File: src/rtl/ctrl_seq.sv
// ID-stage control decoder with registered ID/EX bundle and hazard sequencing
// (load-use stall, branch/jump flush, multi-cycle MUL hold of EX).
module ctrl_seq #(
  parameter int         REG_AW     = 3,
  parameter int         MUL_CYCLES = 4,
  parameter logic [3:0] MUL_OP     = 4'b1101
) (
  input  logic              clk,
  input  logic              rst_n,
  input  logic [3:0]        id_op,
  input  logic [REG_AW-1:0] id_rs,
  input  logic [REG_AW-1:0] id_rt,
  input  logic [REG_AW-1:0] ex_rd,
  input  logic              branch_taken,
  output logic              pc_write,
  output logic              if_id_write,
  output logic              if_id_flush,
  output logic [1:0]        ex_reg_dst,
  output logic [2:0]        ex_alu_op,
  output logic              ex_beq,
  output logic              ex_bgt,
  output logic              ex_ble,
  output logic              ex_mem_read,
  output logic              ex_mem_write,
  output logic              ex_reg_write,
  output logic              ex_se_op,
  output logic [1:0]        ex_mem_to_reg,
  output logic              ex_is_mul,
  output logic              mul_busy,
  output logic              mul_done
);

  localparam int CW = $clog2(MUL_CYCLES) + 1;

  typedef struct packed {
    logic [1:0] reg_dst;
    logic [2:0] alu_op;
    logic       beq;
    logic       bgt;
    logic       ble;
    logic       mem_read;
    logic       mem_write;
    logic       reg_write;
    logic       se_op;
    logic [1:0] mem_to_reg;
    logic       is_mul;
  } ctrl_t;

  ctrl_t          dec, ex_q, ex_d;
  logic [CW-1:0]  cnt_q, cnt_d;
  logic           busy, load_use;

  always_comb begin
    dec = '0;
    case (id_op)
      4'b0010: begin dec.beq = 1'b1; dec.alu_op = 3'b001; end
      4'b0011: begin dec.bgt = 1'b1; dec.alu_op = 3'b001; end
      4'b0100: begin dec.ble = 1'b1; dec.alu_op = 3'b001; end
      4'b0101: begin
        dec.mem_read   = 1'b1;
        dec.mem_to_reg = 2'b01;
        dec.reg_write  = 1'b1;
      end
      4'b0110: dec.mem_write = 1'b1;
      4'b1000, 4'b1001, 4'b1010, 4'b1011,
      4'b1100, 4'b1101, 4'b1110: begin
        dec.reg_write = 1'b1;
        dec.alu_op    = id_op[2:0];
        dec.se_op     = (id_op == 4'b1100) || (id_op == 4'b1101);
        if (id_op == 4'b1011) begin
          dec.reg_dst    = 2'b10;
          dec.mem_to_reg = 2'b10;
        end
      end
      4'b1111: begin
        dec.reg_write = 1'b1;
        dec.reg_dst   = 2'b01;
        dec.alu_op    = 3'b111;
      end
      default: ;
    endcase
    dec.is_mul = (id_op == MUL_OP);
  end

  assign busy     = (cnt_q != '0);
  assign load_use = ex_q.mem_read && (ex_rd != '0) &&
                    ((ex_rd == id_rs) || (ex_rd == id_rt));

  always_ff @(posedge clk or negedge rst_n) begin
    if (!rst_n) begin
      ex_q  <= '0;
      cnt_q <= '0;
    end else begin
      ex_q  <= ex_d;
      cnt_q <= cnt_d;
    end
  end

  // Flush beats an in-flight MUL; a busy MUL freezes ID/EX so load-use waits.
  always_comb begin
    ex_d  = ex_q;
    cnt_d = cnt_q;
    if (branch_taken) begin
      ex_d  = '0;
      cnt_d = '0;
    end else if (busy) begin
      cnt_d = cnt_q - CW'(1);
    end else if (load_use) begin
      ex_d  = '0;
      cnt_d = '0;
    end else begin
      ex_d  = dec;
      cnt_d = dec.is_mul ? CW'(MUL_CYCLES - 1) : '0;
    end
  end

  always_comb begin
    pc_write    = branch_taken || !(busy || load_use);
    if_id_write = branch_taken || !(busy || load_use);
    if_id_flush = branch_taken || ((id_op == 4'b0001) && !busy);
    mul_busy    = busy;
    mul_done    = ex_q.is_mul && !busy;
  end

  assign ex_reg_dst    = ex_q.reg_dst;
  assign ex_alu_op     = ex_q.alu_op;
  assign ex_beq        = ex_q.beq;
  assign ex_bgt        = ex_q.bgt;
  assign ex_ble        = ex_q.ble;
  assign ex_mem_read   = ex_q.mem_read;
  assign ex_mem_write  = ex_q.mem_write;
  assign ex_reg_write  = ex_q.reg_write;
  assign ex_se_op      = ex_q.se_op;
  assign ex_mem_to_reg = ex_q.mem_to_reg;
  assign ex_is_mul     = ex_q.is_mul;

endmodule

File: config.mk
export PLATFORM = sky130hd
export DESIGN_NAME = ctrl_seq
export DESIGN_NICKNAME = d
export VERILOG_FILES = /design/src/rtl/ctrl_seq.sv
export SDC_FILE = /design/constraint.sdc
export NUM_CORES = 1
export LEC_CHECK = 0
export CAP_MARGIN = 15
export CORE_MARGIN = 8
export CORE_UTILIZATION = 46
export DETAILED_ROUTE_END_ITERATION = 16
export GPL_TIMING_DRIVEN = 0
export PLACE_DENSITY = 0.85
export SYNTH_ARGS = -nofsm -noshare
export SYNTH_HDL_FRONTEND = slang
export SYNTH_SLANG_ARGS = --single-unit
File: constraint.sdc
create_clock -name clk -period 2.6 [get_ports clk]
set_input_delay 0.39 -clock clk [delete_from_list [all_inputs] [get_ports clk]]
set_output_delay 0.39 -clock clk [all_outputs]
set_load 0.02 [all_outputs]
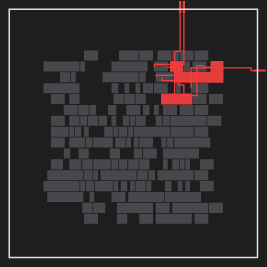
**Above:** run 1 (nets reached from selected ports).
Scale: 4 px per um.
Key: red = ex_rd [bits 3, direction input, edge 2 top, 1 right, end cells 7, wire 112 um]
Port Buffer Count: 34
io pins: 36

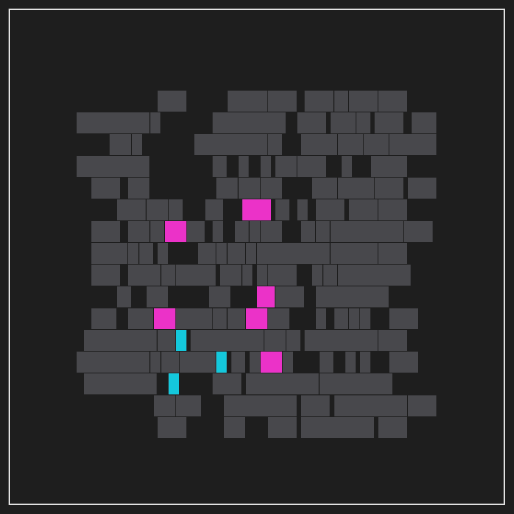
**Above:** run 1 (logic cells by family).
Scale: 8 px per um.
Key: magenta = AND and OR gates [cells 6, where center]; cyan = inverters [cells 3]

==> results.ini, run 1 <==
[outcome]
status = finished, final reports clean

[worst_setup_path]
crit_slowest_cell = clkdlybuf4s50_1
r2r_slack_ns = 0.97
r2r_end = ex_reg_dst[0]
critPathKind = in -> out
setup.worst_path.start_class = input pin
cp_slowest_stage_delay_ns = 0.55
reg2regPathDepth = 7
arrival_ns = 2.14
end_kind = primary output
path_cells = clkdlybuf4s50_1 > xnor2_1 > nand3_1 > a21oi_4 > buf_6 > o21bai_1 > buf_4 > dlygate4sd2_1
cp_max_fo = 10
r2r_start = cnt_q[0]
required_ns = 2.21

[global_route]
grt_max_degree = 19
grt_pass1_wl_um = 3970
grt_pass1_vias = 845
grt_use_total_pct = 14.1
antenna_found_initial = 0
grt.overflow.total = 0

[finish]
mi_logic_area_um2 = 479
finalNetCount = 160
regArea_um2 = 450
diodes = 0
nFillCells = 163
drive_gt1_share_pct = 12.1

[logic_synthesis]
yosysTopAreaCell = dfrtp_1
synthXorXnorAreaFrac_pct = 6.38
synthCells = 101
logic_family = simple AND/OR/NAND/NOR gates
ys.flops = 18
ys_sh_mux_pct = 1.04
common_cells = nand2_1 (19), dfrtp_1 (18), xnor2_1 (7), o21ai_1 (6), o31ai_1 (6)
top_area_share_pct = 46.9
yosysWarningCount = 0
synth_seq_share_pct = 46.9
ys_cells = 101
synth_top_cell_by_count = nand2_1
synth_area_um2 = 961
ff_type = dfrtp_1
synth_cell_types = 35
synthTopCellsByArea = dfrtp_1 (47%), nand2_1 (7.4%), xnor2_1 (6.4%), o31ai_1 (4.7%), o21ai_1 (3.1%)
async_flop_share_pct = 100
syn_nets = 119
yosys.area_share.simple_pct = 22.3
yosys_area_um2 = 961
ys_sh_aoi_pct = 16.3
synthAdderAreaFrac_pct = 2.60
edf_count = 0
syn_avg_cell_area_um2 = 9.51

[sta]
hold_viol = 0
drv_slew = 0
period_needed_ns = 2.53
skew_ns = 0.00225
rsz0062_at_grt = no
timing.slew.headroom_pct = 45.6
fmax_ghz = 0.395
setup_violations = 0
holdWs_ns = 0.446
timing_worst_slew_pin_value_ns = 0.813
finalCritPeriodShare_pct = 97.3

[clock_tree]
cts_max_path_buffers = 2
path_clk_slew_ns = 0.10
tritoncts = done
cts_buffers = 3
htree_num_levels = 1
insertion_delay_ns = 0.29
hold_buffers = 0
root_buffer = clkbuf_4
cts_sinks = 18

[min_path]
hold_path.class = in -> reg
worstHoldStart = id_op[3]
hold_depth = 3
hold_end = ex_alu_op[1]

[placed_design]
gp_congestion = 0.822
dpl.hpwl_um = 2010

[floorplanning]
dieWidth_um = 61.7
initCoreUtil_pct = 49.0
fp.coreArea_um2 = 1960
die-area_um2 = 3810
die_y_um = 61.7

[pwr]
vdd_ir_drop_max_mv = 0.600
design_power_total_uw = 1050
leakagePower_uw = 0.000610
power_density_nw_per_um2 = 748

[routing]
antenna_left = 0
route.detailed.drc = 0
drtIter0Drc = 20
drtPass1Iterations = 5
routedWlPerCell_um = 15.4
vias = 877
drt-total-wl_um = 2580
via_per_inst = 5.22

[flow_run]
maxCapViolCount = 0
warning_count = 27

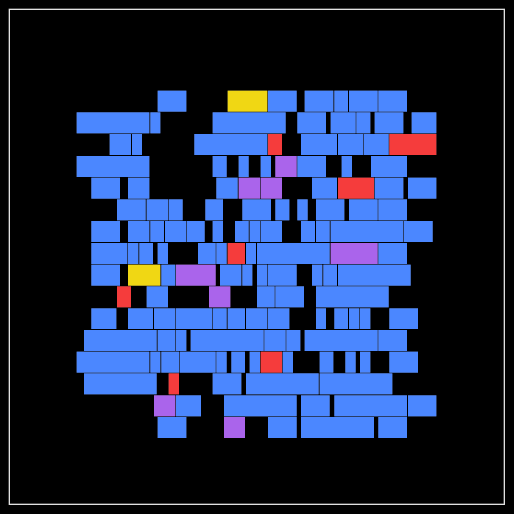
**Above:** run 1 (cells by drive strength).
Scale: 8 px per um.
Key: red = _2 cells [cells 7, share 5.0%]; blue = _0 and _1 cells [cells 124, share 88%, most used clkdlybuf4s50_1]; purple = _3 and _4 cells [cells 8, share 5.7%]; yellow = _6 and larger [cells 2, share 1.4%]
area grow syn2layout: 46.1%
post-route cell area: 1400 um2
nonclk buf count: 41
final worst slack: 0.0702 ns

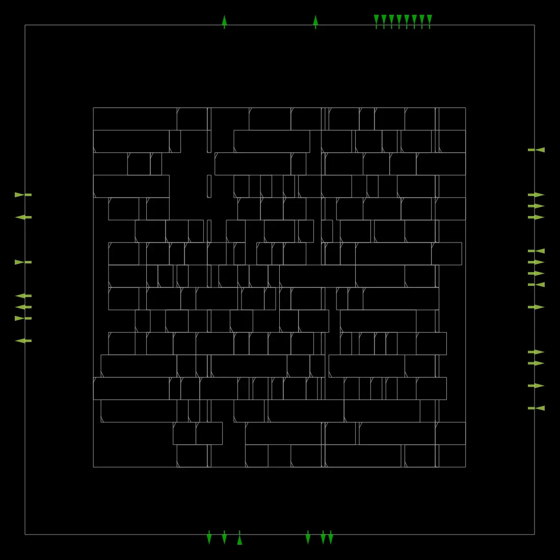
**Above:** run 1 (placement view).
flop share of the area: 32.1%
Seq cells: 18
fin cells: 168
row cnt: 16

-- run 1: repair_timing --
action,in CTS,in global routing
setup buffers,1,1
hold endpoints to repair,0,0
pin swaps,1,4
gates resized,3,4
setup endpoints to repair,2,2
gates cloned,0,0
-- run 1: layer usage --
metal,global-route usage [%],routed length (um)
met3,3.50,209
met1,18.1,1110
met5,0,0
met4,5.84,14
met2,21.9,1250
-- run 1: layout make-up --
type / instances / area share [%]
buffer: 5 / 2.32
clock buffer: 4 / 2.58
inverter: 3 / 0.802
multi-input combinational: 75 / 34.1
sequential: 18 / 32.1
tap: 27 / 2.41
timing repair buffer: 36 / 25.7
-- run 1: report_power, final --
group          switching, uW  leakage (uW)  internal (uW)
logic                    293      0.000343            230
clock network           85.4     0.0000210           85.3
registers               29.1      0.000246            327
total                    408      0.000610            642
-- run 1: cells by family after synthesis --
group / after synthesis
adder cells (fa/ha/maj): 2
buffers and inverters: 8
XOR/XNOR: 7
multiplexers: 1
AND-OR/OR-AND: 24
flip-flops: 18
AND/OR/NAND/NOR: 41
-- run 1: worst max-delay path: cells and delay by family --
kind                   cells  cell delay [ns]
AND-OR/OR-AND              2             0.31
AND/OR/NAND/NOR            1             0.15
XOR/XNOR                   1             0.14
buffers and inverters      4             1.15
-- run 1: worst max-delay path by stage --
stage	from	end	slack (ns)	cells after the start
2_1_floorplan	ex_rd[0]	pc_write	0.61	5
3_3_place_gp	ex_rd[0]	pc_write	-0.27	7
3_5_place_dp	ex_rd[0]	pc_write	-0.28	7
4_1_cts	cnt_q[0]	if_id_flush	0.02	7
5_1_grt	ex_rd[2]	pc_write	0.006	8
6_report	ex_rd[2]	pc_write	0.07	8
-- run 1: per-stage QoR --
| step | TNS [ns] | utilization, % | instances | setup WS [ns] | cell area, um2 |
|---|---|---|---|---|---|
| 3_3_place_gp | -0.451 | 68.0 | 162 | -0.267 | 1340 |
| 4_1_cts | 0 | 70.4 | 167 | 0.0236 | 1380 |
| 5_1_grt | 0 | 71.6 | 168 | 0.00630 | 1400 |
| 3_5_place_dp | -0.465 | 68.0 | 162 | -0.276 | 1340 |
| 6_report | 0 | 71.6 | 168 | 0.0702 | 1400 |
| 2_1_floorplan | 0 | - | 101 | 0.605 | 961 |
-- run 1: cell usage in the layout (no fill, tap or decap), types with 2 or more instances in the layout --
| master | netlist | layout |
|---|---|---|
| buf_4 | 1 | 3 |
| o31ai_1 | 6 | 5 |
| ha_1 | 2 | 2 |
| o21ai_1 | 6 | 6 |
| dlymetal6s2s_1 | 0 | 3 |
| nor3_1 | 2 | 2 |
| nor2_1 | 3 | 3 |
| nand2b_1 | 2 | 2 |
| or2b_1 | 2 | 2 |
| clkdlybuf4s50_1 | 0 | 29 |
| o21ai_0 | 5 | 5 |
| nand2_1 | 19 | 19 |
| xnor2_1 | 7 | 6 |
| nor2b_1 | 2 | 2 |
| nand3_1 | 3 | 3 |
| o22ai_1 | 2 | 2 |
| inv_1 | 2 | 2 |
| dlygate4sd2_1 | 0 | 2 |
| dfrtp_1 | 18 | 18 |
| clkbuf_4 | 0 | 3 |
==> run 2: changes to the inputs <==
- CAP_MARGIN: 15 -> 20
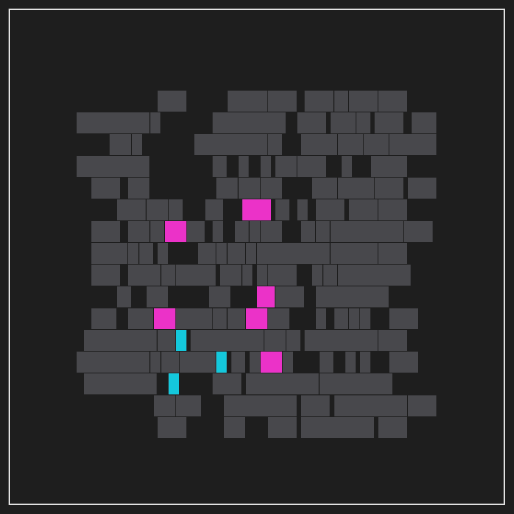
**Above:** run 2 (logic cells by family).
Scale: 8 px per um.
Key: cyan = inverters [cells 3]; magenta = AND and OR gates [cells 6, where center]

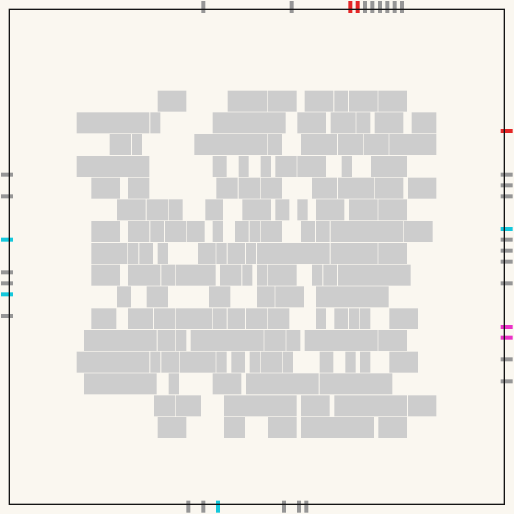
**Above:** run 2 (pin map).
Scale: 8 px per um. Pins as bars across the die edge, other pins in gray.
Key: red = ex_rd [pins 3, direction input, edge 2 top, 1 right]; magenta = ex_reg_dst [pins 2, direction output, edge right]; cyan = id_op [pins 4, direction input, edge 2 left, 1 right, 1 bottom]
All pins by edge: 13 right, 10 top, 7 left, 6 bottom.
die y size: 61.7 um
Die X: 61.7 um

==> results.ini, run 2 <==
[outcome]
status = finished, final reports clean

[logic_synthesis]
common_cells = nand2_1 (19), dfrtp_1 (18), xnor2_1 (7), o21ai_1 (6), o31ai_1 (6)
synthTopCellsByArea = dfrtp_1 (47%), nand2_1 (7.4%), xnor2_1 (6.4%), o31ai_1 (4.7%), o21ai_1 (3.1%)
syn_avg_cell_area_um2 = 9.51
async_flop_share_pct = 100
ys.flops = 18
ys_cells = 101
synth_top_cell_by_count = nand2_1
synthCells = 101
synth_area_um2 = 961
yosysTopAreaCell = dfrtp_1
syn_nets = 119
yosysWarningCount = 0
top_area_share_pct = 46.9
edf_count = 0
synth_cell_types = 35
ff_type = dfrtp_1
yosys_area_um2 = 961
synth_seq_share_pct = 46.9

[finish]
layout_top_cell = clkdlybuf4s50_1
fin_cells = 168
nFillCells = 163
fin_util_pct = 71.6
drive_gt1_share_pct = 12.1
area_growth_pct = 46.1
finalNetCount = 160
diodes = 0
most-common-layout-cells = clkdlybuf4s50_1 (29), nand2_1 (19), dfrtp_1 (18)

[pwr]
design_power_total_uw = 1050
power_density_nw_per_um2 = 748
vdd_ir_drop_max_mv = 0.600
leakagePower_uw = 0.000610

[sta]
rsz0062_at_grt = no
skew_ns = 0.00225
setup_tns_ns = 0
period_needed_ns = 2.53
holdWs_ns = 0.446
hold_viol = 0
timing_worst_slew_pin_value_ns = 0.813
setup_violations = 0
finalCritPeriodShare_pct = 97.3
drv_slew = 0
fmax_ghz = 0.395
timing.slew.headroom_pct = 45.6

[floorplanning]
initCoreUtil_pct = 49.0
rows = 16
die-area_um2 = 3810
ioPinCount = 36
fp.coreArea_um2 = 1960

[routing]
antenna_left = 0
route.detailed.drc = 0
vias = 877
via_per_inst = 5.22
drtIter0Drc = 20
drt-total-wl_um = 2580
routedWlPerCell_um = 15.4
drtPass1Iterations = 5

[worst_setup_path]
r2r_slack_ns = 0.97
cp_max_fo = 10
reg2regPathDepth = 7
required_ns = 2.21
r2r_start = cnt_q[0]
setup.worst_path.start_class = input pin
arrival_ns = 2.14
r2r_end = ex_reg_dst[0]
critPathKind = in -> out
end_kind = primary output

[global_route]
grt_max_degree = 19
grt.overflow.total = 0
grt_pass1_wl_um = 3970
antenna_found_initial = 0
grt_pass1_vias = 845
grt_use_total_pct = 14.1

[min_path]
hold_path.class = in -> reg
hold_depth = 3
worstHoldStart = id_op[3]
hold_end = ex_alu_op[1]

[clock_tree]
insertion_delay_ns = 0.29
htree_num_levels = 1
tritoncts = done
root_buffer = clkbuf_4
cts_max_path_buffers = 2
path_clk_slew_ns = 0.10
cts_buffers = 3
cts_sinks = 18

[flow_run]
maxCapViolCount = 0
warning_count = 27

[placed_design]
gp_congestion = 0.822
dp_cells = 162
dpl.hpwl_um = 2010
portBuffers = 34

## run 2: cell counts in the layout (fill, tap and decap cells not counted)
Identical to the previous run, type by type.
## run 2: worst max path at each step
stage                        start           to  slack, ns  cells past startpoint
final                     ex_rd[2]     pc_write       0.07                      8
after global routing      ex_rd[2]     pc_write      0.006                      8
after CTS                 cnt_q[0]  if_id_flush       0.02                      7
after detailed placement  ex_rd[0]     pc_write      -0.28                      7
after global placement    ex_rd[0]     pc_write      -0.27                      7
after floorplan           ex_rd[0]     pc_write       0.61                      5
## run 2: what timing repair did
item / 4_1_cts / 5_1_grt
endpoints found under the setup margin: 2 / 2
setup buffers: 1 / 1
gates resized: 3 / 4
hold buffers: 0 / 0
pin swaps: 1 / 4
## run 2: layer usage
layer,part of all wire (%),wire (um),vias to the layer above,global-route usage [%]
li1,-,-,426,-
met1,43,1110,415,18.1
met2,48,1250,34,21.9
met3,8.1,209,2,3.50
met4,0.54,14,0,5.84
met5,0,0,-,0
## run 2: area by class of cell
type                    count  area (um2)  share of cell area (%)
inverters                   3        11.3                   0.802
repair buffers             36         360                    25.7
well taps                  27        33.8                    2.41
plain buffers               5        32.5                    2.32
clock buffers               4        36.3                    2.58
multi-input cells          75         479                    34.1
flip-flops and latches     18         450                    32.1
## run 2: cells by family after synthesis
group	count (synthesis)	synth area share [%]
mux	1	1.04
buf+inv	8	4.56
compound gates	24	16.3
xor+xnor	7	6.38
simple gates	41	22.3
fa+ha+maj	2	2.60
flops	18	46.9
## run 2: metrics by stage
stage | setup slack (ns) | area, um2
4_1_cts | 0.0236 | 1380
3_5_place_dp | -0.276 | 1340
5_1_grt | 0.00630 | 1400
2_1_floorplan | 0.605 | 961
3_3_place_gp | -0.267 | 1340
6_report | 0.0702 | 1400
## run 2: worst max-delay path, cell delays in order
cell,delay (ns)
clkdlybuf4s50_1,0.55
xnor2_1,0.14
nand3_1,0.15
a21oi_4,0.21
buf_6,0.15
o21bai_1,0.10
buf_4,0.14
dlygate4sd2_1,0.31
## run 2: where the power goes
group	switching (uW)	internal [uW]
combinational	293	230
sequential	29.1	327
clock	85.4	85.3
total	408	642
**Run 2: cells by drive strength**

Scale: 8 px per um.
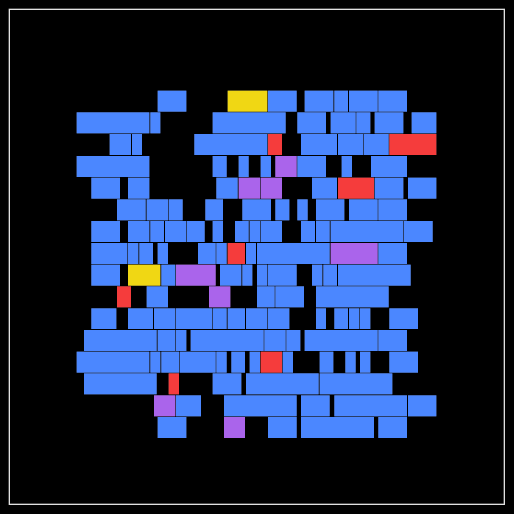

==> run 3: changes to the inputs <==
- GPL_ROUTABILITY_DRIVEN: default -> 0
- PLACE_DENSITY: 0.85 -> 0.83
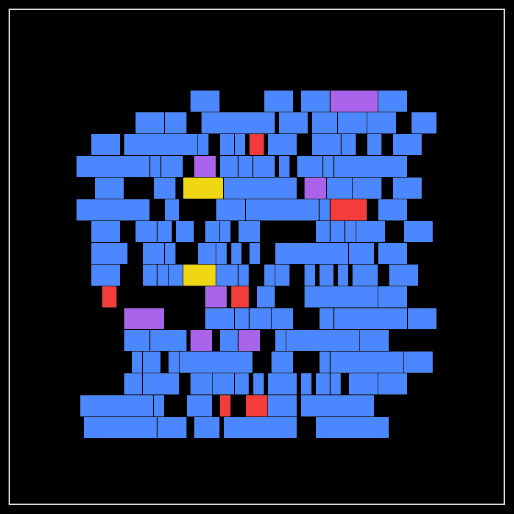
**Above:** run 3 (cells by drive strength).
Scale: 8 px per um.
Key: blue = _0 and _1 cells [cells 125, share 89%, most used clkdlybuf4s50_1]; purple = _3 and _4 cells [cells 7, share 5.0%, most used clkbuf_4]; red = _2 cells [cells 6, share 4.3%]; yellow = _6 and larger [cells 2, share 1.4%]

==> results.ini, run 3 <==
[sta]
skew_ns = 0.00290
finalCritPeriodShare_pct = 98.0
setup_tns_ns = 0
hold_viol = 0
fmax_ghz = 0.393
drv_slew = 0
setup_violations = 0
timing.slew.headroom_pct = 45.3
timing_worst_slew_pin_value_ns = 0.818
holdWs_ns = 0.454
period_needed_ns = 2.55
rsz0062_at_grt = no

[routing]
vias = 867
via_per_inst = 5.19
route.detailed.drc = 0
drtIter0Drc = 27
antenna_left = 0
drtPass1Iterations = 4
routedWlPerCell_um = 15.5
drt-total-wl_um = 2590

[finish]
diodes = 0
fin_util_pct = 70.5
area_growth_pct = 44.0
final_area_um2 = 1380
nFillCells = 168
drive_gt1_share_pct = 10.7
fin_cells = 167
most-common-layout-cells = clkdlybuf4s50_1 (31), nand2_1 (19), dfrtp_1 (18)
layout_top_cell = clkdlybuf4s50_1
mi_logic_area_um2 = 472

[worst_setup_path]
r2r_end = ex_mem_to_reg[0]
crit_end = pc_write
reg2regPathDepth = 7
crit_start = ex_rd[1]
setup.worst_path.start_class = input pin
arrival_ns = 2.16
r2r_slack_ns = 0.96
required_ns = 2.21
cp_max_fo = 10
r2r_start = cnt_q[0]

[logic_synthesis]
synthXorXnorAreaFrac_pct = 6.38
syn_avg_cell_area_um2 = 9.51
synthAdderAreaFrac_pct = 2.60
yosysTopAreaCell = dfrtp_1
async_flop_share_pct = 100
top_area_share_pct = 46.9
ff_type = dfrtp_1
ys_sh_mux_pct = 1.04
ys_sh_aoi_pct = 16.3
ys_cells = 101
edf_count = 0
synthTopCellsByArea = dfrtp_1 (47%), nand2_1 (7.4%), xnor2_1 (6.4%), o31ai_1 (4.7%), o21ai_1 (3.1%)
synth_cell_types = 35
yosys_area_um2 = 961
synthCells = 101
yosys.area_share.simple_pct = 22.3
logic_family = simple AND/OR/NAND/NOR gates
yosysWarningCount = 0
common_cells = nand2_1 (19), dfrtp_1 (18), xnor2_1 (7), o21ai_1 (6), o31ai_1 (6)

[placed_design]
dp_cells = 162
dpl.hpwl_um = 2050
portBuffers = 34

[floorplanning]
fp.coreArea_um2 = 1960
initCoreUtil_pct = 49.0
die-area_um2 = 3810
dieWidth_um = 61.7
rows = 16

[global_route]
grt_pass1_vias = 877
grt.overflow.total = 0
grt_max_degree = 19
grt_use_total_pct = 14.9
antenna_found_initial = 0
grt_pass1_wl_um = 4190

[pwr]
clkPwrFrac_pct = 16.6
leakagePower_uw = 0.000580
power_switching_share_pct = 39.0
power_density_nw_per_um2 = 759
p_sw_uw = 410
power_frac_comb_pct = 49.6
pwr-share-seq_pct = 33.8
p_int_uw = 641

[flow_run]
warning_count = 27
maxCapViolCount = 0

[outcome]
status = finished, final reports clean

[clock_tree]
cts_sinks = 18
cts_max_path_buffers = 2
insertion_delay_ns = 0.30
path_clk_slew_ns = 0.10
tritoncts = done
htree_num_levels = 1
root_buffer = clkbuf_4

[min_path]
hold_path.class = in -> reg

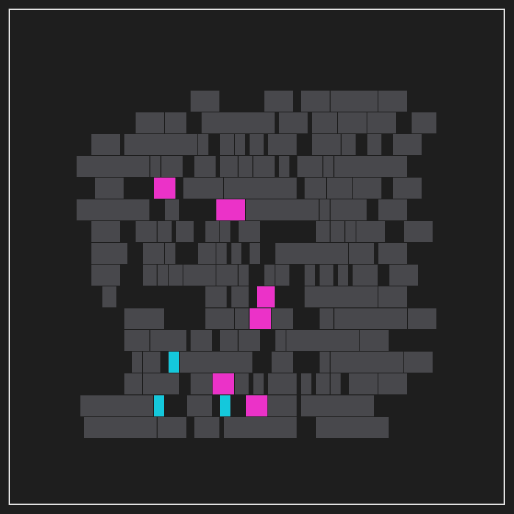
**Above:** run 3 (logic cells by family).
Scale: 8 px per um.
Key: magenta = AND and OR gates [cells 6]; cyan = inverters [cells 3]

-- run 3: how the worst min path moves through the flow --
stage | from | end | slack, ns | depth (start not counted)
4_1_cts | id_op[3] | ex_alu_op[1] | 0.45 | 3
5_1_grt | id_op[3] | ex_alu_op[1] | 0.47 | 3
3_3_place_gp | cnt_q[0] | cnt_q[0] | 0.44 | 1
6_report | id_op[3] | ex_alu_op[1] | 0.45 | 3
3_5_place_dp | cnt_q[0] | cnt_q[0] | 0.45 | 1
2_1_floorplan | rst_n | cnt_q[0] | 0.09 | 0
-- run 3: power groups by stage --
| stage | clock [uW] | sequential (uW) | combinational, uW |
|---|---|---|---|
| 6_report | 175 | 355 | 521 |
| 5_1_grt | 185 | 361 | 563 |
| 4_1_cts | 176 | 355 | 524 |
| 3_5_place_dp | 0 | 360 | 533 |
| 3_3_place_gp | 0 | 358 | 519 |
| 2_1_floorplan | 0 | 391 | 287 |
-- run 3: critical path: stages --
cell	delay, ns
clkdlybuf4s50_1	0.56
xnor2_1	0.15
nand3_1	0.14
a21oi_4	0.21
buf_6	0.16
o21bai_1	0.09
buf_4	0.14
dlygate4sd2_1	0.31
-- run 3: cell families (layout without fill, tap and decap cells) --
family | Yosys count | count (layout)
compound gates | 24 | 24
xor+xnor | 7 | 7
fa+ha+maj | 2 | 2
buf+inv | 8 | 47
flops | 18 | 18
mux | 1 | 1
simple gates | 41 | 41
-- run 3: stage by stage --
stage / total power [uW] / setup WS [ns]
floorplan: 678 / 0.605
global placement: 878 / -0.224
detailed placement: 892 / -0.318
CTS: 1060 / 0.0222
global route: 1110 / 0.000388
finish: 1050 / 0.0526
-- run 3: repair_timing --
action                     CTS  global route
pin swaps                    1             0
resized                      3             1
setup buffers                1             0
setup endpoints to repair    2             1
-- run 3: metal layers --
layer,vias up,GRT usage (%),part of all wire [%]
li1,422,-,-
met1,410,18.0,41
met2,30,23.6,47
met3,5,4.53,9.7
met4,0,6.82,1.6
met5,-,0,0
-- run 3: area by class of cell --
cell class	instances	share of cell area, %
multi-input cells	75	34.1
flip-flops and latches	18	32.5
repair buffers	35	25.1
clock buffers	4	2.62
well taps	27	2.44
plain buffers	5	2.35
inverters	3	0.814
Power is estimated from default activity; no workload was simulated.
